File: config.mk
export PLATFORM = sky130hd
export DESIGN_NAME = led_trail_pwm
export DESIGN_NICKNAME = d
export VERILOG_FILES = /design/src/rtl/led_trail_pwm.sv
export SDC_FILE = /design/constraint.sdc
export NUM_CORES = 1
export LEC_CHECK = 0
export CORE_ASPECT_RATIO = 1.75
export CORE_MARGIN = 1.5
export CORE_UTILIZATION = 61
export CTS_CLUSTER_SIZE = 12
export DETAILED_ROUTE_END_ITERATION = 10
export GPL_TIMING_DRIVEN = 0
export PLACE_DENSITY = 0.81
export SYNTH_ARGS = -nofsm -noshare
export SYNTH_HDL_FRONTEND = slang
export SYNTH_SLANG_ARGS = --single-unit
File: constraint.sdc
create_clock -name CLOCK_50 -period 3.5 [get_ports CLOCK_50]
set_clock_uncertainty 0.2 [all_clocks]
set_input_delay 0.35 -clock CLOCK_50 [delete_from_list [all_inputs] [get_ports CLOCK_50]]
set_output_delay 0.35 -clock CLOCK_50 [all_outputs]
set_load 0.05 [all_outputs]
File: src/rtl/led_trail_pwm.sv
// rtl/led_trail_pwm.sv - comet-tail LED driver: per-LED brightness reload/decay rendered by a shared PWM counter
module led_trail_pwm #(
  parameter int NUM_LEDS  = 10,
  parameter int PWM_BITS  = 4,
  parameter int DECAY_DIV = 1000000
) (
  input  logic                CLOCK_50,
  input  logic                reset,
  input  logic [NUM_LEDS-1:0] led_in,
  input  logic                hold,
  output logic [NUM_LEDS-1:0] LEDR
);

  localparam int DIV_W = (DECAY_DIV > 1) ? $clog2(DECAY_DIV) : 1;
  localparam logic [DIV_W-1:0]    DIV_LAST = DIV_W'(DECAY_DIV - 1);
  localparam logic [PWM_BITS-1:0] MAX      = {PWM_BITS{1'b1}};
  localparam logic [PWM_BITS-1:0] PWM_LAST = MAX - 1'b1;

  logic [NUM_LEDS-1:0] s1_q, s1_d;
  logic [NUM_LEDS-1:0] s2_q, s2_d;
  logic [DIV_W-1:0]    div_q, div_d;
  logic [PWM_BITS-1:0] pwm_cnt_q, pwm_cnt_d;
  logic [NUM_LEDS-1:0][PWM_BITS-1:0] bright_q, bright_d;
  logic [NUM_LEDS-1:0] ledr_q, ledr_d;
  logic                tick;

  assign LEDR = ledr_q;

  always_comb begin
    // led_in comes from a divided clock domain, so it is double-registered
    s1_d = led_in;
    s2_d = s1_q;

    tick  = (div_q == DIV_LAST) && !hold;
    div_d = div_q;
    if (!hold) begin
      div_d = (div_q == DIV_LAST) ? '0 : div_q + 1'b1;
    end

    pwm_cnt_d = (pwm_cnt_q == PWM_LAST) ? '0 : pwm_cnt_q + 1'b1;

    bright_d = bright_q;
    ledr_d   = '0;
    for (int i = 0; i < NUM_LEDS; i++) begin
      // a lit LED reloads every cycle, so it wins over a coincident tick
      if (s2_q[i]) begin
        bright_d[i] = MAX;
      end else if (tick && (bright_q[i] != '0)) begin
        bright_d[i] = bright_q[i] - 1'b1;
      end
      ledr_d[i] = (bright_q[i] > pwm_cnt_q);
    end
  end

  always_ff @(posedge CLOCK_50 or posedge reset) begin
    if (reset) begin
      s1_q      <= '0;
      s2_q      <= '0;
      div_q     <= '0;
      pwm_cnt_q <= '0;
      bright_q  <= '0;
      ledr_q    <= '0;
    end else begin
      s1_q      <= s1_d;
      s2_q      <= s2_d;
      div_q     <= div_d;
      pwm_cnt_q <= pwm_cnt_d;
      bright_q  <= bright_d;
      ledr_q    <= ledr_d;
    end
  end

endmodule

==> run_1/m1.png <==
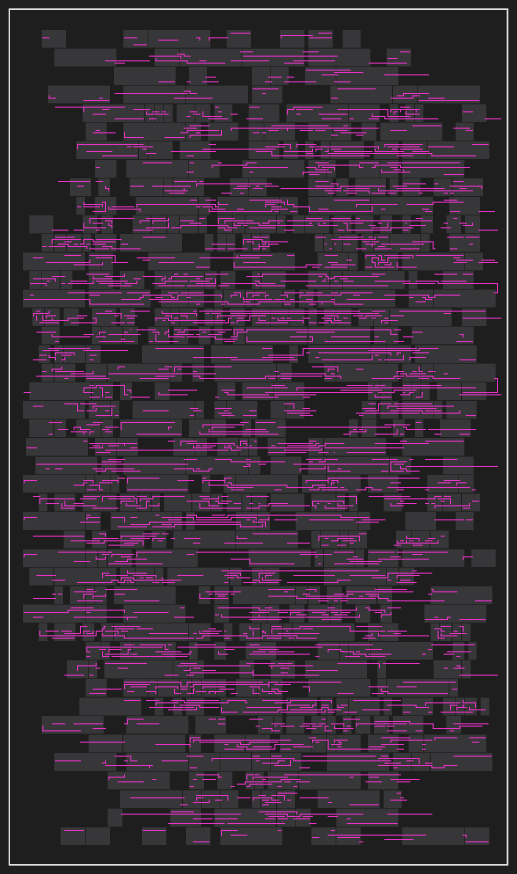
The longest straight run is 26.2 µm. The layer holds 39% of the routed length.
post-detailed-routing wire length: 12.18 mm
routed vias: 4210
met1 track utilization from global routing: 33.57%

==> run_1/m2.png <==
Bar = 20 µm.
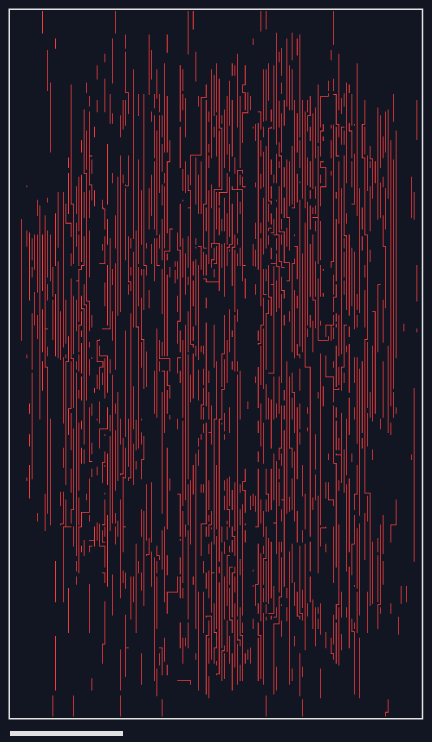
The longest straight run is 46.9 µm. The wires run mostly vertical. The layer holds 55% of the routed length. The layer carries 6660 µm of wire. 524 nets have wire on it.
GR Layer Usage met2: 49.87%

==> run summary, run 1 <==
Results of the implementation run.

The filler cells instantiated in the layout total ~630. The routed length per instance came out at 18.31 µm. The area of the placeable core is 8313 µm². The wire length of the first global-routing pass came out at between 20 and 25 mm. The number of global-route vias before repair is ~4300. TritonCTS built the clock tree. The clock edge transition at the registers on the reported setup and hold paths came out at about 60 ps.

Setup repair after global routing left no endpoint under its margin. The flow ran to the end, and the final reports show no timing, DRC or antenna violations. The data required time at the worst endpoint came out at about 3500 ps.

The floorplan-stage core utilization came out at between 60% and 70%. Using the TritonRoute via totals, the vias-per-cell ratio works out to around 6.3. Derived from the worst setup path, the maximum achievable clock frequency is between 300 and 400 MHz. OpenROAD reports that the post-layout worst path occupies approximately three quarters of the period. The antenna violation net count after detailed routing is 0. The insertion delay to the later sink of the worst-skew pair came out at 340 ps. Total global-route track usage over all layers is between 20% and 30%. Checking hold timing, the worst path is listed with class in2async.

Summed over all nets, the half-perimeter wirelength after detailed placement is ~8.6 mm. The finished layout holds approximately 670 standard cells, fillers aside. The register bit total from synthesis is roughly 94. The post-synthesis instance area came out at around 5200 µm². The height of the die is roughly 130 µm. The number of iterations in the first detailed-routing pass is 5. The area growth from synthesis to layout came out at 13.08%. The number of clock sinks is 94. The worst slew slack as a fraction of its limit came out at between 50 and 60%.

The fraction of registers with async set/reset is 100.0%. The number of buffers inserted to repair setup after CTS is 0. The maximum number of pins on one net before global-route repair came out at about 68.

The sequential cell area in the final layout came out at roughly 2400 µm². The H-tree depth is 3. The length in cells of the worst reg-to-reg path is 6. The number of placed instances with taps included is around 650.

The peak ir drop on the vdd network came out at roughly 0.37 mV. The final standard cell utilization of the core is between 70% and 80%. The final weighted congestion of routability-driven global placement came out at approximately 0.89.

The synthesized netlist was found by Yosys to have 512 cells. The count of max-cap constraint violations is 0. The leakage power of the design is 2.451 nW. The synthesis area per yosys came out at between 5000 and 6000 µm².

Per the synthesis report, the number of distinct cell types is between 40 and 50. The most used flip-flop cell after synthesis is dfrtp_1. The most common library cell in the layout ignoring fill and taps is dfrtp_1. After routing, the total negative slack on setup checks comes to 0 ps. After synthesis, flip-flops and latches occupy a little under half of the total area.
==> run_1/m3.png <==
Bar = 20 µm.
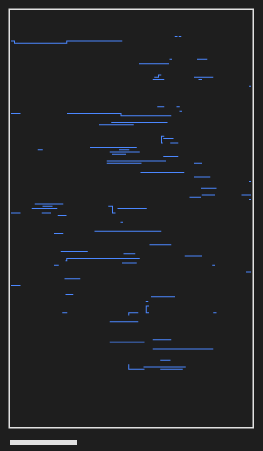
The longest straight run is 21.8 µm. The layer holds 3.6% of the routed length. 49 nets have wire on it. The wires run mostly horizontal. The layer carries 432 µm of wire.
global-route met3 utilization: 3.626%

-- run 1: routing by layer --
metal	vias up	routed length (µm)
li1	1970	-
met1	2091	4756
met2	120	6658
met3	29	432
met4	0	328
met5	-	0
-- run 1: cell usage after synthesis, drive strengths merged (10+ instances only) --
| cell | n | area [µm²] |
|---|---|---|
| clkbuf | 11 | 41.29 |
| dfrtp | 94 | 2352 |
| ha | 51 | 638.1 |
| inv | 36 | 135.1 |
| nand2 | 20 | 75.07 |
| nand3 | 15 | 75.07 |
| nand4 | 31 | 193.9 |
| nor2 | 33 | 126.4 |
| nor2b | 10 | 62.56 |
| nor3 | 23 | 120.1 |
| o21a | 33 | 247.7 |
| o21ai | 29 | 145.1 |
| or3 | 25 | 166.4 |
-- run 1: per-stage QoR --
step	power, mW	cell area [µm²]	setup slack, ps
global route	2.312	5894	742.4
CTS	2.253	5894	893.9
detailed placement	1.321	5607	649.4
finish	2.243	5894	834.5
global placement	1.308	5577	-882.8
floorplan	1.261	5213	501.3
-- run 1: power breakdown --
| part | total (mW) | internal, mW | switching, mW |
|---|---|---|---|
| logic | 0.122 | 0.0503 | 0.0714 |
| clock network | 0.940 | 0.556 | 0.384 |
| registers | 1.18 | 1.13 | 0.0519 |
-- run 1: final timing paths --
kind / startpoint / to / slack (ps)
setup / recovery: div_q[0]$_DFFE_PP0N_ / bright_q[34]$_DFFE_PP0P_ / 830
hold / removal: reset / s2_q[6]$_DFF_PP0_ / 150
setup reg to reg: div_q[0]$_DFFE_PP0N_ / bright_q[34]$_DFFE_PP0P_ / 830
hold reg to reg: s1_q[3]$_DFF_PP0_ / s2_q[3]$_DFF_PP0_ / 150
max in group asynchronous: reset / div_q[13]$_DFFE_PP0N_ / 2310
min in group CLOCK_50: s1_q[3]$_DFF_PP0_ / s2_q[3]$_DFF_PP0_ / 150
-- run 1: cell families (layout without fill, tap and decap cells) --
kind of cell	after synthesis	after routing	share of synthesized area, %
AND/OR/NAND/NOR	203	203	22.85
flip-flops	94	94	45.13
AND-OR/OR-AND	91	91	11.98
adder cells (fa/ha/maj)	51	51	12.24
buffers and inverters	51	89	3.841
XOR/XNOR	12	12	2.016
multiplexers	10	10	1.944
-- run 1: critical path, cell delays in order, from the launching register on --
cell     delay, ps
dfrtp_1        400
ha_1           300
and4_1         270
and3_1         260
buf_1          480
nand4_1        240
a221o_1        400
-- run 1: sequential cells by signal (all words and copies together), names as in the netlist --
| name | count |
|---|---|
| bright_q | 40 |
| LEDR | 10 |
| s2_q | 10 |
| pwm_cnt_q | 4 |
| div_q | 20 |
| s1_q | 10 |
-- run 1: cell type report --
| class | count | share of cell area, % |
|---|---|---|
| Clock buffer | 15 | 4.882 |
| Inverter | 36 | 2.335 |
| Buffer | 15 | 1.104 |
| Sequential cell | 94 | 39.91 |
| Multi-Input combinational cell | 367 | 45.13 |
| Timing Repair Buffer | 23 | 4.203 |
| Tap cell | 115 | 2.441 |
==> run_1/clock_nets.png <==
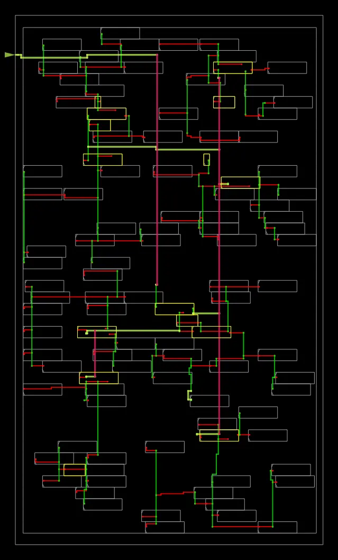

==> run 1 -> run 2 <==
- clock period: 3.5 -> 2.7 ns (I/O delays scaled with it)
==> run_2/clock_nets.png <==
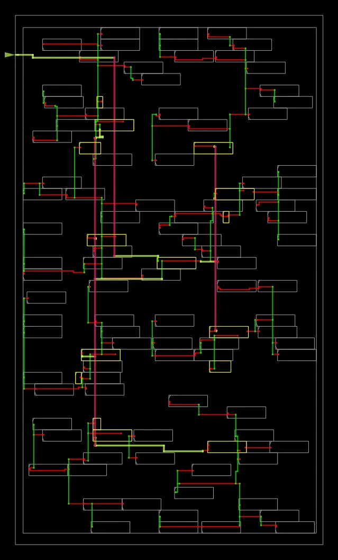
number of sequential cells in the layout: 94
worst-skew pair later-pin latency: 340 ps
number of clock buffers in the layout: 14
# clock sinks: 94

==> run summary, run 2 <==
Results of the implementation run.

The dominant cell type by area after synthesis was dfrtp_1 (unchanged). Ranking of synthesized cells by instance count: dfrtp_1 (94), ha_1 (51), inv_1 (36) (unchanged). The length in cells of the worst reg-to-reg path came out at 6 (unchanged). Unrepaired setup endpoints after global routing: no (unchanged). The combined global-route utilization of all metal layers came to 28.02% (was 28.45%). The final standard cell utilization of the core came out at 70.88% (was 70.91%). The yosys cell count is 512 (unchanged). Cell Chain, Critical Path: ha_1, and4_1, and3_1, buf_1, nand4_1, a221o_1 (unchanged). The slack of the worst reg-to-reg path is 100 ps (was 830 ps). The launch point of the worst path is div_q[0]$_DFFE_PP0N_ (unchanged). The post-route clock period utilization is 96.27% (was 76.16%). The delay of the slowest cell on the worst path came out at 470 ps (was 480 ps). The area growth from synthesis to layout is 13.03% (was 13.08%). The synthesis area per yosys was 5212 µm² (unchanged). The most popular library cell in the synthesized design by count is dfrtp_1 (unchanged). The H-tree depth came to 3 (unchanged). The HPWL after detailed placement is 8.468 mm (was 8.567 mm). The routed length per instance came to 17.79 µm (was 18.31 µm). The per-cell via count in the routed design came out at 6.383 (was 6.331). The number of iterations in the first detailed-routing pass was 5 (unchanged).

The fraction of registers with async set/reset came out at 100.0% (unchanged). Run status: finished clean (unchanged). The final-layout setup total negative slack is 0 ps (unchanged). The wire length the detailed router placed on met1 is 4.529 mm (was 4.756 mm). The type of the worst min-delay path is in2async (unchanged). The height of the die came out at 125.3 µm (unchanged). The number of global-route vias before repair came out at 4258 (was 4277). The maximum number of pins on one net before global-route repair came out at 41 (was 68). The met2 layer wire length in the routed design is 6.574 mm (was 6.658 mm). The wire length of the first global-routing pass was 19.83 mm (was 20.20 mm).

The floorplan-stage core utilization is 62.70% (unchanged). The capturing instance or port of the critical path is bright_q[30]$_DFFE_PP0P_ (was bright_q[34]$_DFFE_PP0P_). The most common library cell in the layout ignoring fill and taps is dfrtp_1 (unchanged).
==> run_2/m1.png <==
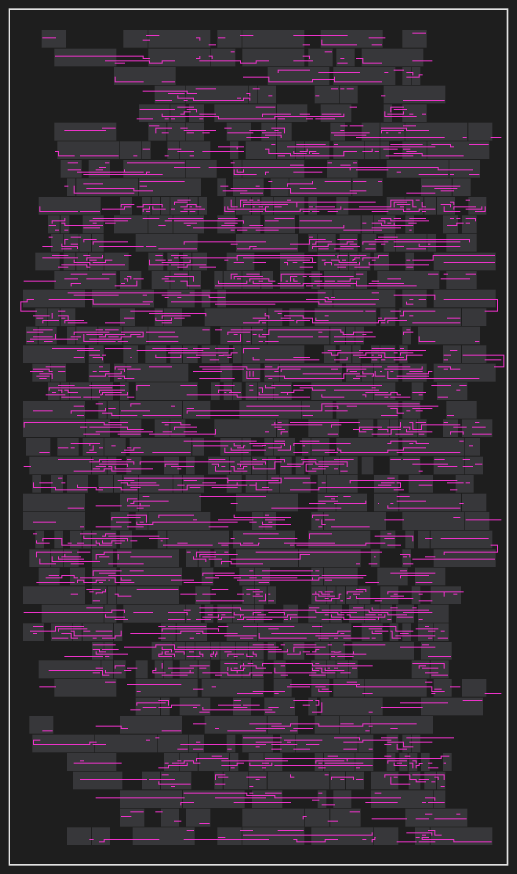
The layer holds 38% of the routed length. The layer carries 4530 µm of wire. The longest straight run is 33.6 µm. The wires run mostly horizontal. 568 nets have wire on it.
post-detailed-routing wire length: 11.85 mm
met1 track utilization from global routing: 32.54%
routed vias: 4251

[run 2: cell types whose count changed in the layout (fill, tap and decap cells not counted), sizes merged]
cell	delta
buf	+1
clkinv	+1
inv	-1
clkinvlp	+1
clkbuf	-1
[run 2: stage by stage]
step                std cells  worst slack (ps)  cell area (µm²)  hold WS [ps]  total power, mW
global placement          649            -52.73             5580         131.2            1.694
floorplan                 512             430.9             5216         101.4            1.635
detailed placement        651            -61.48             5620         134.7            1.708
finish                    666             100.7             5892         86.09            2.843
CTS                       666             2.226             5889         96.37            2.867
global route              666             15.15             5892         127.7            2.951
[run 2: cells by family after synthesis]
| family | count (synthesis) | share of synthesized area [%] |
|---|---|---|
| AND/OR/NAND/NOR | 203 | 22.85 |
| flip-flops | 94 | 45.13 |
| adder cells (fa/ha/maj) | 51 | 12.24 |
| buffers and inverters | 51 | 3.841 |
| XOR/XNOR | 12 | 2.016 |
| multiplexers | 10 | 1.944 |
| AND-OR/OR-AND | 91 | 11.98 |
[run 2: final cells by class]
class                           count  area, µm²
Buffer                             15      65.06
Clock buffer                       14      264.0
Clock inverter                      1      5.005
Fill cell                         610       2421
Inverter                           36      138.9
Multi-Input combinational cell    367       2663
Sequential cell                    94       2352
Tap cell                          115      143.9
Timing Repair Buffer               24      260.3
[run 2: timing repair]
action | 4_1_cts | 5_1_grt
resized | 0 | 1
setup endpoints to repair | 0 | 2
buffers inserted | 0 | 0
[run 2: per-layer routing]
layer  vias to the layer above  GRT usage [%]
li1                       1955              -
met1                      2124          32.54
met2                       148          50.78
met3                        24          2.981
met4                         0          11.65
met5                         -              0
[run 2: how the worst min path moves through the flow]
| stage | start | to | slack [ps] | cells past startpoint |
|---|---|---|---|---|
| final | reset | s1_q[5]$_DFF_PP0_ | 90 | 2 |
| after global routing | reset | s1_q[5]$_DFF_PP0_ | 130 | 2 |
| after CTS | reset | LEDR[6]$_DFF_PP0_ | 100 | 2 |
| after detailed placement | s1_q[4]$_DFF_PP0_ | s2_q[4]$_DFF_PP0_ | 130 | 0 |
| after global placement | s1_q[4]$_DFF_PP0_ | s2_q[4]$_DFF_PP0_ | 130 | 0 |
| after floorplan | led_in[0] | s1_q[0]$_DFF_PP0_ | 100 | 0 |
[run 2: worst max-delay path, delay by kind of cell, from the launching register on]
kind	cells	cell delay (ps)
flip-flops	1	400
AND-OR/OR-AND	1	390
adder cells (fa/ha/maj)	1	270
buffers and inverters	1	470
AND/OR/NAND/NOR	3	750
[run 2: report_power, final]
part	internal, mW	switching (mW)	leakage, nW
clock network	0.669	0.489	0.133
registers	1.46	0.0637	0.984
logic	0.0670	0.0908	1.33
Power figures rest on the tool's default switching activity, not on a simulated workload.
